Figure 1. Signal wires on met3 (run 1).
(4 px per micron)
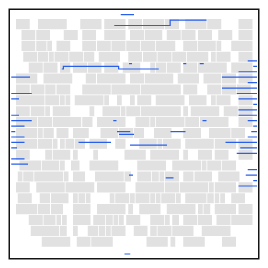
Figure 2. Supply network (run 1).
(6 px per micron) Pins as bars on the die edge. Tap cells in gray.
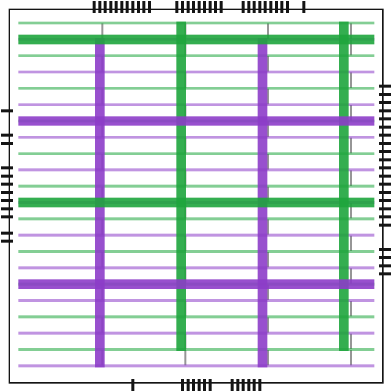
Figure 3. Clock routing (run 1).
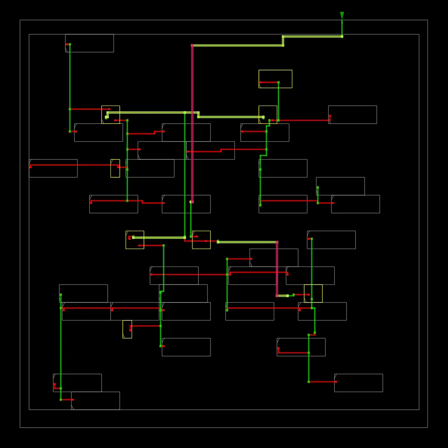
Figure 4. Metal 2 (run 1).
(4 px per micron)
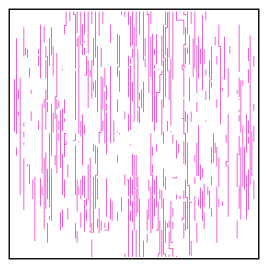
--- src/rtl/spm_mem_arbiter_pkg.sv ---
// spm_mem_arbiter_pkg: FSM states, port ids and default latency shared by the arbiter files
package spm_mem_arbiter_pkg;
  typedef enum logic [1:0] {IDLE, ACCESS, WAIT, DONE} state_e;
  localparam logic PORT_CPU = 1'b0;
  localparam logic PORT_LDR = 1'b1;
  localparam int DEF_MEM_LAT = 1;
endpackage

--- src/rtl/spm_mem_arbiter_rr_arb2.sv ---
// spm_mem_arbiter_rr_arb2: two-way round-robin pick, the port not granted last wins a tie
module spm_mem_arbiter_rr_arb2
  import spm_mem_arbiter_pkg::*;
(
  input  logic [1:0] req_i,
  input  logic       last_i,
  output logic       win_o
);
  assign win_o = &req_i ? ~last_i : (req_i[PORT_LDR] ? PORT_LDR : PORT_CPU);
endmodule

--- src/rtl/spm_mem_arbiter.sv ---
// spm_mem_arbiter: shares one single-port memory between the CPU bus and the loader via req/ack
module spm_mem_arbiter
  import spm_mem_arbiter_pkg::*;
#(
  parameter int ADDR_W  = 8,
  parameter int DATA_W  = 8,
  parameter int MEM_LAT = DEF_MEM_LAT
) (
  input  logic              clk,
  input  logic              rst,
  input  logic [1:0]        req_i,
  input  logic [1:0]        we_i,
  input  logic [ADDR_W-1:0] addr0_i,
  input  logic [ADDR_W-1:0] addr1_i,
  input  logic [DATA_W-1:0] wdata0_i,
  input  logic [DATA_W-1:0] wdata1_i,
  output logic [1:0]        ack_o,
  output logic [DATA_W-1:0] rdata_o,
  output logic [1:0]        gnt_o,
  output logic              busy_o,
  output logic              mem_en,
  output logic              mem_we,
  output logic [ADDR_W-1:0] mem_addr,
  output logic [DATA_W-1:0] mem_wdata,
  input  logic [DATA_W-1:0] mem_rdata
);
  state_e              state_q, state_d;
  logic                port_q, we_q, last_q, win;
  logic [ADDR_W-1:0]   addr_q;
  logic [DATA_W-1:0]   wdata_q, rdata_q;
  logic [2:0]          cnt_q;
  logic [1:0]          owner;

  spm_mem_arbiter_rr_arb2 u_arb (
    .req_i  (req_i),
    .last_i (last_q),
    .win_o  (win)
  );

  always_comb
    state_d = state_q == IDLE   ? (|req_i ? ACCESS : IDLE) :
              state_q == ACCESS ? (we_q ? DONE : WAIT) :
              state_q == WAIT   ? (cnt_q == 3'd0 ? DONE : WAIT) : IDLE;

  always_ff @(posedge clk) begin
    if (rst) begin
      state_q <= IDLE;
      port_q  <= PORT_CPU;
      we_q    <= 1'b0;
      addr_q  <= '0;
      wdata_q <= '0;
      rdata_q <= '0;
      cnt_q   <= 3'd0;
      last_q  <= PORT_LDR;
    end else begin
      state_q <= state_d;
      if (state_q == IDLE && |req_i) begin
        port_q  <= win;
        we_q    <= we_i[win];
        addr_q  <= win ? addr1_i : addr0_i;
        wdata_q <= win ? wdata1_i : wdata0_i;
      end
      // cnt counts the remaining read-latency cycles spent in WAIT
      if (state_q == ACCESS) cnt_q <= 3'(MEM_LAT - 1);
      else if (state_q == WAIT) cnt_q <= cnt_q - 3'd1;
      if (state_q == WAIT && cnt_q == 3'd0) rdata_q <= mem_rdata;
      if (state_q == DONE) last_q <= port_q;
    end
  end

  assign owner     = port_q == PORT_LDR ? 2'b10 : 2'b01;
  assign gnt_o     = state_q != IDLE ? owner : 2'b00;
  assign ack_o     = state_q == DONE ? owner : 2'b00;
  assign busy_o    = state_q != IDLE;
  assign mem_en    = state_q == ACCESS;
  assign mem_we    = mem_en & we_q;
  assign mem_addr  = addr_q;
  assign mem_wdata = wdata_q;
  assign rdata_o   = rdata_q;
endmodule

--- config.mk ---
export PLATFORM = sky130hd
export DESIGN_NAME = spm_mem_arbiter
export DESIGN_NICKNAME = d
export VERILOG_FILES = /design/src/rtl/spm_mem_arbiter_pkg.sv /design/src/rtl/spm_mem_arbiter_rr_arb2.sv /design/src/rtl/spm_mem_arbiter.sv
export SDC_FILE = /design/constraint.sdc
export NUM_CORES = 1
export LEC_CHECK = 0
export CAP_MARGIN = 40
export CORE_UTILIZATION = 42
export CTS_CLUSTER_SIZE = 25
export DETAILED_ROUTE_END_ITERATION = 6
export HOLD_SLACK_MARGIN = 0.06
export PLACE_DENSITY = 0.8
export SLEW_MARGIN = 30
export SYNTH_ARGS = -nofsm -noshare
export SYNTH_HDL_FRONTEND = slang
export SYNTH_HIERARCHICAL = 1
export SYNTH_SLANG_ARGS = --single-unit
export TNS_END_PERCENT = 50
--- constraint.sdc ---
create_clock -name clk -period 3.7 [get_ports clk]
set_clock_uncertainty 0.05 [all_clocks]
set_input_delay 0.37 -clock clk [delete_from_list [all_inputs] [get_ports clk]]
set_output_delay 0.37 -clock clk [all_outputs]
set_load 0.1 [all_outputs]
==> run notes, run 1 <==
- detailed-route DRC error count: 0
- switching component of the power: 508 uW
- dominant logic cell types in the final layout: sky130_fd_sc_hd__clkdlybuf4s50_1 (76), sky130_fd_sc_hd__dfxtp_1 (32), sky130_fd_sc_hd__buf_8 (29)
- number of diodes: 0
- Die ar.: 3850 sq um
- end point of the critical path: gnt_o[1]
- clock tree from TritonCTS: built
- net count entering floorplan: 205
- worst-path cell chain: inv_1 > ha_1 > and2b_1 > clkdlybuf4s50_1 > buf_8
- post-synthesis instance total: 153
- outcome: completed
- number of buffers on the longest clock path: 2
- max frequency: 410 MHz
- Seq power: 396 uW
- number of fill cells: 189
- number of rows created at floorplan: 21
- startpoint of the lowest-slack hold path: rdata_o[4]
- area fraction of the dominant cell type after synthesis: 42.3%
- Post-synth EDFFs: 0
- tally of nets with antenna violations remaining after routing: 0
- leading post-synthesis cells by instance count: sky130_fd_sc_hd__dfxtp_1 (32), sky130_fd_sc_hd__nor2_1 (23), sky130_fd_sc_hd__mux2i_1 (18), sky130_fd_sc_hd__nand2_1 (17), sky130_fd_sc_hd__a211oi_2 (13)
- top_reg_cell synth: sky130_fd_sc_hd__dfxtp_1
- layout cells sized above 1: 20.7%
- Top non-seq family: AND-OR/OR-AND gates
- layer with the highest usage after global routing: met2
- number of hold violations in the final report: 0
- sequential share of power: 32.4%
- slew at the pin closest to its max-slew limit: 0.718 ns
- post-cts sizing count: 0
- ys async rst share: 0%
## Picture notes: Figure 1
longest straight run: 13.8 microns
wire length on this layer: 196 microns
share of all routed wire: 4.6%
met3 routing resource usage after global routing: 8.49%
DR vias: 1494

## Picture notes: Figure 2
[green] VDD
[purple] VSS
met4 straps: 4
signal pins: 77
Die Y-Extent: 62.0 microns
Core Region: 3390 sq um
horizontal die dimension: 62.0 microns
worst voltage drop across the vdd grid: 0.266 mV

## Picture notes: Figure 3
number of CTS-inserted buffers: 5
count of clock buffers in the final design: 8

## Picture notes: Figure 4
main direction: vertical
wire length on this layer: 2230 microns
nets with wire on the layer: 272
share of all routed wire: 53%
longest straight run: 37.4 microns
GR Layer Usage met2: 41.9%
Post-Route WL: 4.24 mm

run 1: final cells by class:
| type | count | share of cell area [%] |
|---|---|---|
| clock buffer | 8 | 2.09 |
| inverter | 6 | 0.801 |
| multi-input combinational | 105 | 27.0 |
| sequential | 32 | 22.8 |
| tap | 46 | 2.05 |
| timing repair buffer | 110 | 45.3 |
run 1: through the flow:
stage,worst slack [ns],cell area [sq um]
final,1.26,2810
after global routing,1.14,2810
after CTS,1.23,2810
after detailed placement,1.61,2750
after global placement,1.28,2260
after floorplan,1.16,1510
Figure 5. Metal layers overlaid (run 1).
(6 px per micron)
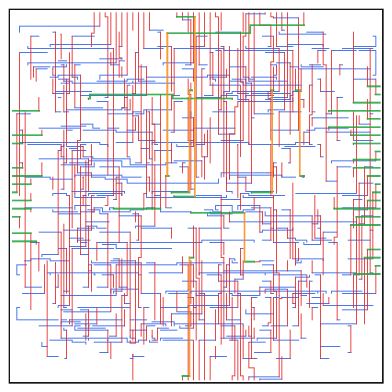

--- run 2 (diff from run 1) ---
--- a/config.mk
+++ b/config.mk
@@ -6,11 +6,11 @@
 export NUM_CORES = 1
 export LEC_CHECK = 0
 export CAP_MARGIN = 40
-export CORE_UTILIZATION = 42
+export CORE_UTILIZATION = 36
 export CTS_CLUSTER_SIZE = 25
 export DETAILED_ROUTE_END_ITERATION = 6
 export HOLD_SLACK_MARGIN = 0.06
-export PLACE_DENSITY = 0.8
+export PLACE_DENSITY = 0.72
 export SLEW_MARGIN = 30
 export SYNTH_ARGS = -nofsm -noshare
 export SYNTH_HDL_FRONTEND = slang
==> constraint.sdc (replaced) <==
create_clock -name clk -period 2.15 [get_ports clk]
set_clock_uncertainty 0.05 [all_clocks]
set_input_delay 0.215 -clock clk [delete_from_list [all_inputs] [get_ports clk]]
set_output_delay 0.215 -clock clk [all_outputs]
set_load 0.1 [all_outputs]
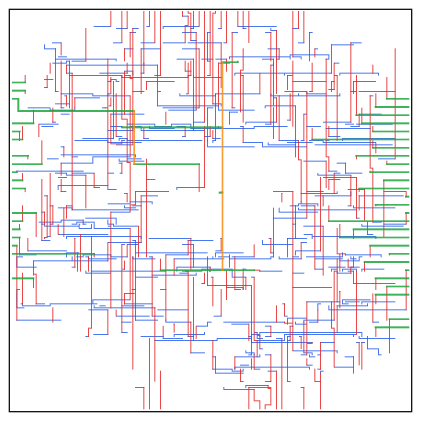
Figure 6: run 2, metal layers overlaid.
(6 px per micron)
[orange] M4 | wire length: 43.5 microns
[red] M2 | wire length: 1510 microns
[blue] M1 | wire length: 1430 microns
[green] M3 | wire length: 281 microns
final routed wire length divided by cell count: 11.6 microns
DR vias: 1306
Post-Route WL: 3.26 mm
overall routing resource usage: 15.1%

==> run 2 against run 1 <==
  * Sequential share of layout area grew 4.4 points
  * Global-route usage shrank 8.5 points
  * Via count down 13%
  * Combinational power up about 40%
  * Count of clock-buffer cells in the layout stayed put
  * Clock power up 120%
  * Flip-flop count is the same
  * Worst hold slack worse by 0.0066 ns
  * First-iteration DRC count rose to 4.4 times the previous value
  * Die size is 16% higher
  * Critical path depth is 1 lower
  * Area after synthesis unchanged
  * Critical path type unchanged
==> run notes, run 2 <==
- Post-synth EDFFs: 0, unchanged
- layer with the highest usage after global routing: met2, unchanged
- final-layout clock-cell area share: 3.83%, was 2.09%
- Die ar.: 4460 sq um, was 3850 sq um
- met3 routing resource usage after global routing: 5.99%, was 8.49%
- switching component of the power: 840 uW, was 508 uW
- GR Layer Usage met2: 24.9%, was 41.9%
- arrival time reported for the critical path endpoint: 1.46 ns, was 2.02 ns
- top_reg_cell synth: sky130_fd_sc_hd__dfxtp_1, unchanged
- sequential cell area share: 27.2%, was 22.8%
- detailed-route DRC error count: 0, unchanged
- layout cells sized above 1: 24.7%, was 20.7%
- nonclk inv count: 6, unchanged
- num tapcells: 50, was 46
- worst-path cell chain: inv_1 > ha_1 > and2b_1 > buf_12, was inv_1 > ha_1 > and2b_1 > clkdlybuf4s50_1 > buf_8
- outcome: completed, unchanged
- ys async rst share: 0%, unchanged
- clock tree from TritonCTS: built, unchanged
- number of rows created at floorplan: 23, was 21
- post-cts sizing count: 0, unchanged
- multi-input combinational cell count: 105, unchanged
- dominant logic cell types in the final layout: sky130_fd_sc_hd__clkdlybuf4s50_1 (45), sky130_fd_sc_hd__dfxtp_1 (32), sky130_fd_sc_hd__buf_4 (30), was sky130_fd_sc_hd__clkdlybuf4s50_1 (76), sky130_fd_sc_hd__dfxtp_1 (32), sky130_fd_sc_hd__buf_8 (29)
- post-synthesis instance total: 153, unchanged
- max frequency: 579 MHz
- number of sequential cells in the layout: 32, unchanged
- share of the final layout cell area in multi-input gates: 32.4%, was 27.0%
- net count entering floorplan: 205, unchanged
- tally of nets with antenna violations remaining after routing: 0, unchanged
- count of clock buffers in the final design: 8, unchanged
- sequential share of power: 33.9%, was 32.4%
- area fraction of the dominant cell type after synthesis: 42.3%, unchanged
- Seq power: 683 uW, was 396 uW
- Non-clk bufs: 80, was 110
- number of hold violations in the final report: 0, unchanged
- number of diodes: 0, unchanged
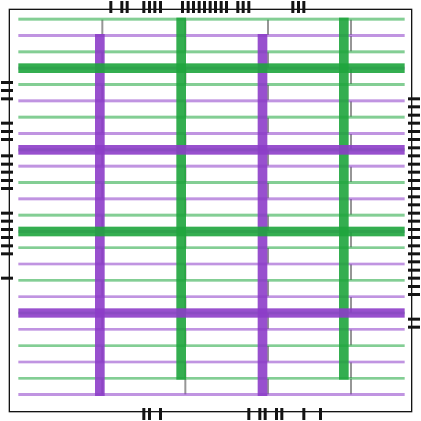
Figure 7: run 2, supply network.
(6 px per micron) Pins as bars on the die edge. Tap cells in gray.
[green] VDD
[purple] VSS
met4 straps: 4
met5 straps: 4
signal pins: 77
tap cells: 50
worst voltage drop across the vdd grid: 0.454 mV
horizontal die dimension: 66.8 microns
Die Y-Extent: 66.8 microns
Core Region: 4030 sq um

## run 2: per-stage QoR
step	cell area, sq um	hold slack (ns)	TNS [ns]	utilization (%)	worst slack (ns)
6_report	2350	0.404	0	58.4	0.423
5_1_grt	2350	0.428	0	58.4	0.346
4_1_cts	2350	0.407	0	58.4	0.407
3_5_place_dp	2260	0.398	0	56.2	0.402
3_3_place_gp	2260	0.394	0	56.2	0.439
2_1_floorplan	1520	0.255	-0.00785	-	-0.00785
## run 2: worst paths after layout
path / to / slack (ns) / start
worst max-delay path: gnt_o[1] / 0.42 / state_q[0]
worst min-delay path: rdata_o[3] / 0.40 / rdata_o[3]
worst max register to register: mem_addr[3] / 0.57 / state_q[0]
worst min register to register: rdata_o[3] / 0.40 / rdata_o[3]
No activity file was given, so power comes from the tool's default toggle rates.
